$ cat src/rtl/osch_emul.sv
// osch_emul: synthesizable stand-in for an on-chip oscillator primitive.
// A phase accumulator clocked by the fast reference clock produces a slow,
// registered, glitch-free clock OSC, with standby control and status.
// Optional build macro: OSCH_READY_EN adds a READY output that is high only
// while the accumulator is actually advancing.
module osch_emul #(
    parameter int NOM_FREQ_KHZ = 2080,
    parameter int REF_FREQ_KHZ = 100000,
    parameter int ACC_W        = 24,
    parameter int START_CYCLES = 16
) (
    input  logic clk,
    input  logic RESET,
    input  logic STDBY,
    output logic OSC,
    output logic SEDSTDBY
`ifdef OSCH_READY_EN
    ,
    output logic READY
`endif
);

    // Phase increment, rounded to nearest, clamped so OSC never exceeds clk/2.
    localparam logic [63:0] SCALE       = 64'd1 << ACC_W;
    localparam logic [63:0] INC_RAW     = (64'(NOM_FREQ_KHZ) * SCALE + 64'(REF_FREQ_KHZ / 2))
                                          / 64'(REF_FREQ_KHZ);
    localparam logic [63:0] INC_MAX     = 64'd1 << (ACC_W - 1);
    localparam logic [63:0] INC_CLAMPED = (INC_RAW >= INC_MAX) ? INC_MAX : INC_RAW;
    localparam logic [ACC_W-1:0] INC    = INC_CLAMPED[ACC_W-1:0];

    // Startup counter sized to hold START_CYCLES.
    localparam int CNT_W = (START_CYCLES < 1) ? 1 : $clog2(START_CYCLES + 1);
    localparam logic [CNT_W-1:0] CNT_LOAD = CNT_W'(START_CYCLES);

    // A zero increment would freeze OSC forever; refuse to build it.
    generate
        if (INC_RAW == 64'd0) begin : g_inc_zero
            $error("osch_emul: phase increment rounds to zero, NOM_FREQ_KHZ too low for ACC_W");
        end
    endgenerate

    // ST_START: startup delay counting down (OSC held low, acc held at 0)
    // ST_RUN  : accumulator advancing every cycle
    // ST_STDBY: stopped by standby request
    typedef enum logic [1:0] {
        ST_START = 2'd0,
        ST_RUN   = 2'd1,
        ST_STDBY = 2'd2
    } state_t;

    state_t           state_reg, state_next;
    logic [CNT_W-1:0] cnt_reg,   cnt_next;
    logic [ACC_W-1:0] acc_reg,   acc_next;
    logic             osc_reg,   osc_next;
    logic [ACC_W-1:0] acc_sum;

    // State register: synchronous active-low reset restarts the startup delay.
    always_ff @(posedge clk) begin
        if (!RESET) begin
            state_reg <= ST_START;
            cnt_reg   <= CNT_LOAD;
            acc_reg   <= '0;
            osc_reg   <= 1'b0;
        end else begin
            state_reg <= state_next;
            cnt_reg   <= cnt_next;
            acc_reg   <= acc_next;
            osc_reg   <= osc_next;
        end
    end

    // Next-state logic: standby wins over everything except reset; OSC follows
    // the MSB of the accumulator value being written, so it lags acc by nothing
    // and stays a clean registered signal.
    always_comb begin
        state_next = state_reg;
        cnt_next   = cnt_reg;
        acc_next   = acc_reg;
        osc_next   = osc_reg;
        acc_sum    = acc_reg + INC;

        if (STDBY) begin
            // Entering or holding standby truncates any high phase.
            state_next = ST_STDBY;
            cnt_next   = CNT_LOAD;
            acc_next   = '0;
            osc_next   = 1'b0;
        end else begin
            case (state_reg)
                ST_STDBY: begin
                    // Leaving standby: full startup delay again, from phase 0.
                    state_next = ST_START;
                    cnt_next   = CNT_LOAD;
                    acc_next   = '0;
                    osc_next   = 1'b0;
                end
                ST_START: begin
                    if (cnt_reg != '0) begin
                        cnt_next = cnt_reg - CNT_W'(1);
                    end else begin
                        state_next = ST_RUN;
                        acc_next   = acc_sum;
                        osc_next   = acc_sum[ACC_W-1];
                    end
                end
                ST_RUN: begin
                    acc_next = acc_sum;
                    osc_next = acc_sum[ACC_W-1];
                end
                default: begin
                    state_next = ST_START;
                    cnt_next   = CNT_LOAD;
                    acc_next   = '0;
                    osc_next   = 1'b0;
                end
            endcase
        end
    end

    assign OSC      = osc_reg;
    assign SEDSTDBY = (state_reg == ST_STDBY);

`ifdef OSCH_READY_EN
    // ST_RUN is entered on the very edge of the first accumulator increment.
    assign READY = (state_reg == ST_RUN);
`endif

endmodule

$ cat config.mk
export PLATFORM = sky130hd
export DESIGN_NAME = osch_emul
export DESIGN_NICKNAME = d
export VERILOG_FILES = /design/src/rtl/osch_emul.sv
export SDC_FILE = /design/constraint.sdc
export NUM_CORES = 1
export LEC_CHECK = 0
export ABC_AREA = 1
export CAP_MARGIN = 10
export CORE_MARGIN = 1.5
export CORE_UTILIZATION = 55
export DETAILED_ROUTE_END_ITERATION = 10
export PLACE_DENSITY = 0.72
export SKIP_LAST_GASP = 1
export SLEW_MARGIN = 10
export SYNTH_ARGS = -nofsm -noshare
export SYNTH_HDL_FRONTEND = slang
export SYNTH_SLANG_ARGS = --single-unit
$ cat constraint.sdc
create_clock -name clk -period 3.65 [get_ports clk]
set_input_delay 0.9125 -clock clk [delete_from_list [all_inputs] [get_ports clk]]
set_output_delay 0.9125 -clock clk [all_outputs]
set_load 0.01 [all_outputs]
**Run 1: clock wiring as the flow saved it**

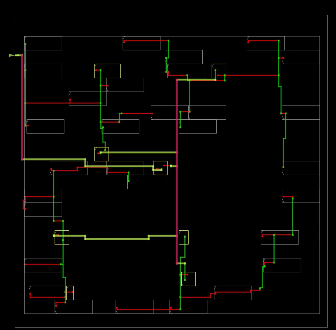
CTS Sinks: 30
power of the clock network: 216 uW
layout clock buffer count: 7

**Run 1: nets reached from selected ports**

(6 px per um)
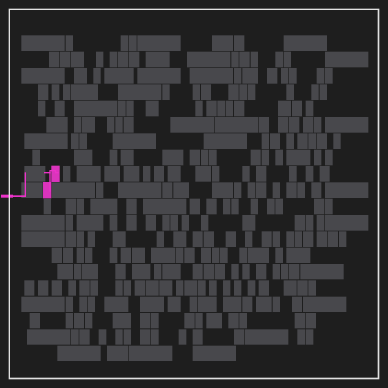
magenta -> `STDBY`  # direction input, edge left, end cells 2, buffers 1, wire 12.0 um

**Run 1: routed metal, one colour a layer**

(10 px per um) Only two layers are drawn.
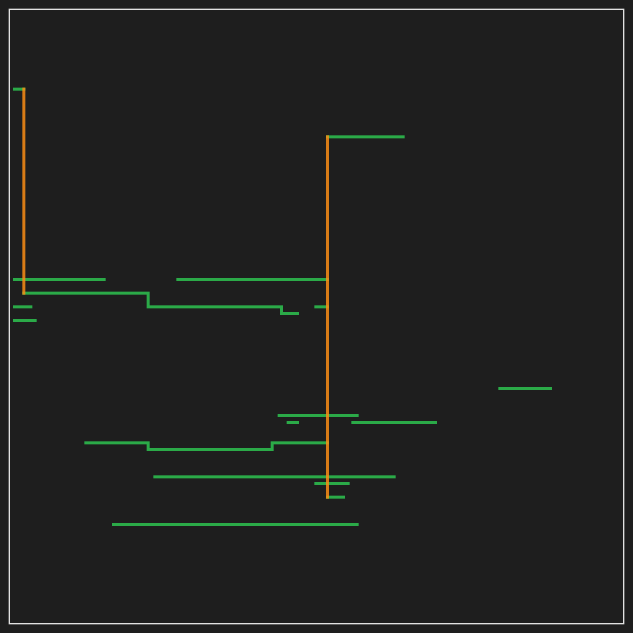
orange -> met4  # wire length 56.4 um
green -> met3  # wire length 167 um
wire length per cell after detailed routing: 11.4 um
GRT Util Overall: 23.1%

==> summary.txt, run 1 <==
Results of the run.

The run finished with clean final reports. Timing would allow up to roughly 430 MHz. The ratio of total power to cell area is 367 nW/um2. CTS added clock buffers totalling 5. Once detail routing completed, the nets flagged for antenna violations numbered 0.

In the global route stage, met1 resource usage came out at 29.6%. According to the I/O placement log, the pin count is 5. The worst flop-to-flop path endpoint is acc_reg[22]. For this run, the final setup violation count is recorded as 0. The number of rows created at floorplan is 20. The number of register bits inferred by synthesis is 30. For this run, combinational gates with multiple inputs come to 206. The parity-gate share of the synthesized area counting xor and xnor cells is 0%.

Per STA, the startpoint of the critical path is state_reg[1]. For this run, design rule violations remaining after detail routing come to 0. The slew of the pin with the lowest slew margin is about 540 ps. The die covers 3760 um2. The floorplan step records an initial core utilization of 59.3%. The total overflow reported by the global router is 0. In the post-synthesis netlist, the biggest area contributors are sky130_fd_sc_hd__dfxtp_1 (32%), sky130_fd_sc_hd__nand2_1 (11%), sky130_fd_sc_hd__a21oi_1 (7.0%). The cell sitting at the root of the clock tree is a sky130_fd_sc_hd__clkbuf_4. The required time of the critical path is 2740 ps. The via count of the first global-routing pass is 1498.

STA reports a reg2reg setup slack of 2010 ps. Port buffering added 4 buffers.
**Run 1: close-up of the layout**

Window x 36 to 56, y 36 to 56 um. Cells in grey, sequential cells in the stronger grey; small squares are vias.
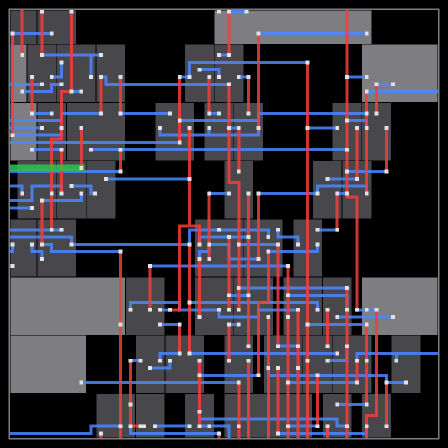

## Run 2: what changed since run 1
clock period = 2.15 ns   (was 3.65 ns; I/O delays follow)
**Run 2: close-up of the layout**

Window x 36 to 56, y 36 to 56 um. Cells in grey, sequential cells in the stronger grey; small squares are vias.
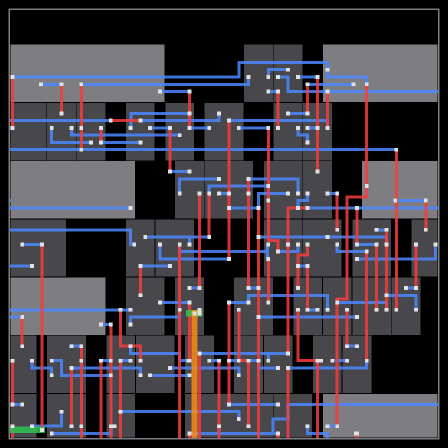
orange -> met4
green -> met3
red -> met2
blue -> met1
sequential cells in the window = 5
cells with their middle in the window = 47
most frequent = nand2_1 (12), nor2_1 (9), nand3_1 (7)
netlist names of flops here include = `acc_reg` (5)

==> summary.txt, run 2 <==
Results of the run.

The required time of the critical path is 1610 ps (-1130 ps). The number of ports placed on the die boundary was 5 (unchanged). The floorplan-stage core utilization came to 59.3% (unchanged). The tree is rooted in a sky130_fd_sc_hd__clkbuf_4. Per the timing report, the achievable frequency comes out to ~510 MHz. The complex-gate fraction of the synthesized area is 15.7%.

The multi-input combinational gate total is 206 (unchanged). The ratio of total power to cell area is 655 nW/um2 (+78%). The worst setup path is launched from a flip-flop.

The area of the chip is 3760 um2 (unchanged). The later pin in the worst-skew pair is clocked with a latency of 330 ps. Setup repair after global routing left no endpoint under its margin. The global-route total usage across every layer was 23.6% (+0.47 points). The power of the clock network came to 455 uW (+110%).

The met1 global-route usage is 32.2% (+2.7 points). The run finished with clean final reports. The via count of the first global-routing pass is 1573 (+5.0%). Among the non-sequential cells, simple AND/OR/NAND/NOR gates take the most area.

The final timing report lists a hold violation count of 0. The area share of fa/ha/maj cells after synthesis is 2.01%. The DRC violation count after routing is 0 (unchanged). The number of hold-repair buffers added at the cts stage is 0. The synthesized instance count is 282.

The count of endpoints failing setup in the final report is 0 (unchanged). The number of buffers created by CTS is 5 (unchanged). Sorting the synthesized cells by area gives the leading types as sky130_fd_sc_hd__dfxtp_1 (32%), sky130_fd_sc_hd__nand2_1 (11%), sky130_fd_sc_hd__a21oi_1 (7.0%). The TritonCTS clock tree is yes.

Using the TritonRoute via totals, the vias-per-cell ratio works out to 5.31. The parity-gate share of the synthesized area counting xor and xnor cells came to 0% (unchanged). The share of the clock period used by the worst path after layout is 91.5%. The number of clock buffers in the layout is 5 (-2). The worst flop-to-flop path endpoint is acc_reg[22]. The clock sink count was 30 (unchanged).

The tally of buffers added on design ports is 4 (unchanged). The wire length of the first global-routing pass is 6.58 mm. The warning count from the yosys run is 0. The worst path buffer plus inverter count is 2. The slew of the pin with the lowest slew margin was 301 ps (-235 ps). The average detailed-routed wire length per instance is 11.5 um (+1.1%). The total overflow reported by the global router is 0 (unchanged). The number of register bits inferred by synthesis is 30 (unchanged). The worst reg-to-reg setup slack is 540 ps (-1470 ps). The share of total power dissipated in combinational logic is 19.5%. The number of rows created at floorplan is 20 (unchanged). The count of antenna-violating nets left after detailed routing came to 0 (unchanged).
**Run 2: clock wiring as the flow saved it**

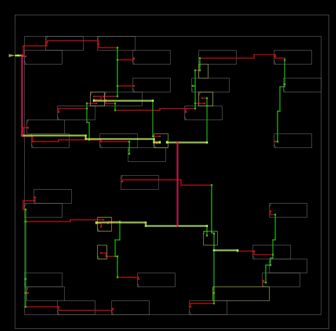

## Run 3: what changed since run 2
CORE_MARGIN = default   (was 1.5)
CTS_BUF_LIST = sky130_fd_sc_hd__clkbuf_2   (was default)
HOLD_SLACK_MARGIN = 0.06   (was default)
**Run 3: clock wiring as the flow saved it**

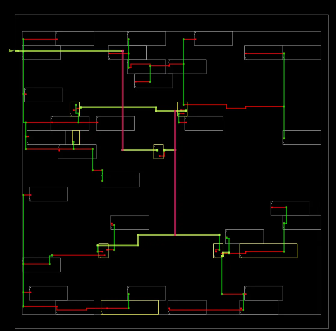
source-to-sink clock delay at the later pin of the worst-skew pair: 380 ps
clock skew: 19.9 ps
TritonCTS Buffers: 5
layout clock buffer count: 5
number of flip-flops and latches: 30

==> summary.txt, run 3 <==
Results of the run.

For the worst reg-to-reg path, the endpoint reported by OpenROAD is acc_reg[14]. The area share of fa/ha/maj cells after synthesis is 2.01% (unchanged). The upper clock frequency limit is 481 MHz (-5.4%). The worst path buffer plus inverter count is 2 (unchanged). The warning count from the yosys run is 0 (unchanged).

The required time of the critical path is 1610 ps (about the same). The share of the clock period used by the worst path after layout is 96.7% (+5.2 points). The final count of hold timing violations was 0 (unchanged). For reference, the top cells by area after synthesis are sky130_fd_sc_hd__dfxtp_1 (32%), sky130_fd_sc_hd__nand2_1 (11%), sky130_fd_sc_hd__a21oi_1 (7.0%).

The total overflow reported by the global router came to 0 (unchanged). The ratio of total power to cell area is 682 nW/um2 (+4.2%). The slew of the pin with the lowest slew margin was 334 ps (+33.7 ps). Setup repair after global routing left no endpoint under its margin. The average detailed-routed wire length per instance was 11.5 um (-0.34%).

The number of ports placed on the die boundary is 5 (unchanged). The run finished with clean final reports. The master cell of the clock root buffer is sky130_fd_sc_hd__clkbuf_2. The area of the chip is 3640 um2 (-3.2%). The power of the clock network is 518 uW (+14%). The complex-gate fraction of the synthesized area was 15.7% (unchanged). The multi-input combinational gate total is 206 (unchanged). After synthesis, the largest family of logic cells by area is simple AND/OR/NAND/NOR gates. The number of rows created at floorplan is 20 (unchanged). The number of register bits inferred by synthesis came to 30 (unchanged). The count of antenna-violating nets left after detailed routing is 0 (unchanged). The startpoint type of the worst setup path is a flip-flop. The parity-gate share of the synthesized area counting xor and xnor cells is 0% (unchanged). The synthesized instance count is 282 (unchanged). The via count of the first global-routing pass is 1588 (+0.95%). The met1 global-route usage was 32.6% (+0.37 points). The worst reg-to-reg setup slack is 570 ps (+30 ps).

The floorplan-stage core utilization is 59.8% (+0.47 points). The tally of buffers added on design ports was 4 (unchanged).
No activity file was given, so power comes from the tool's default toggle rates.
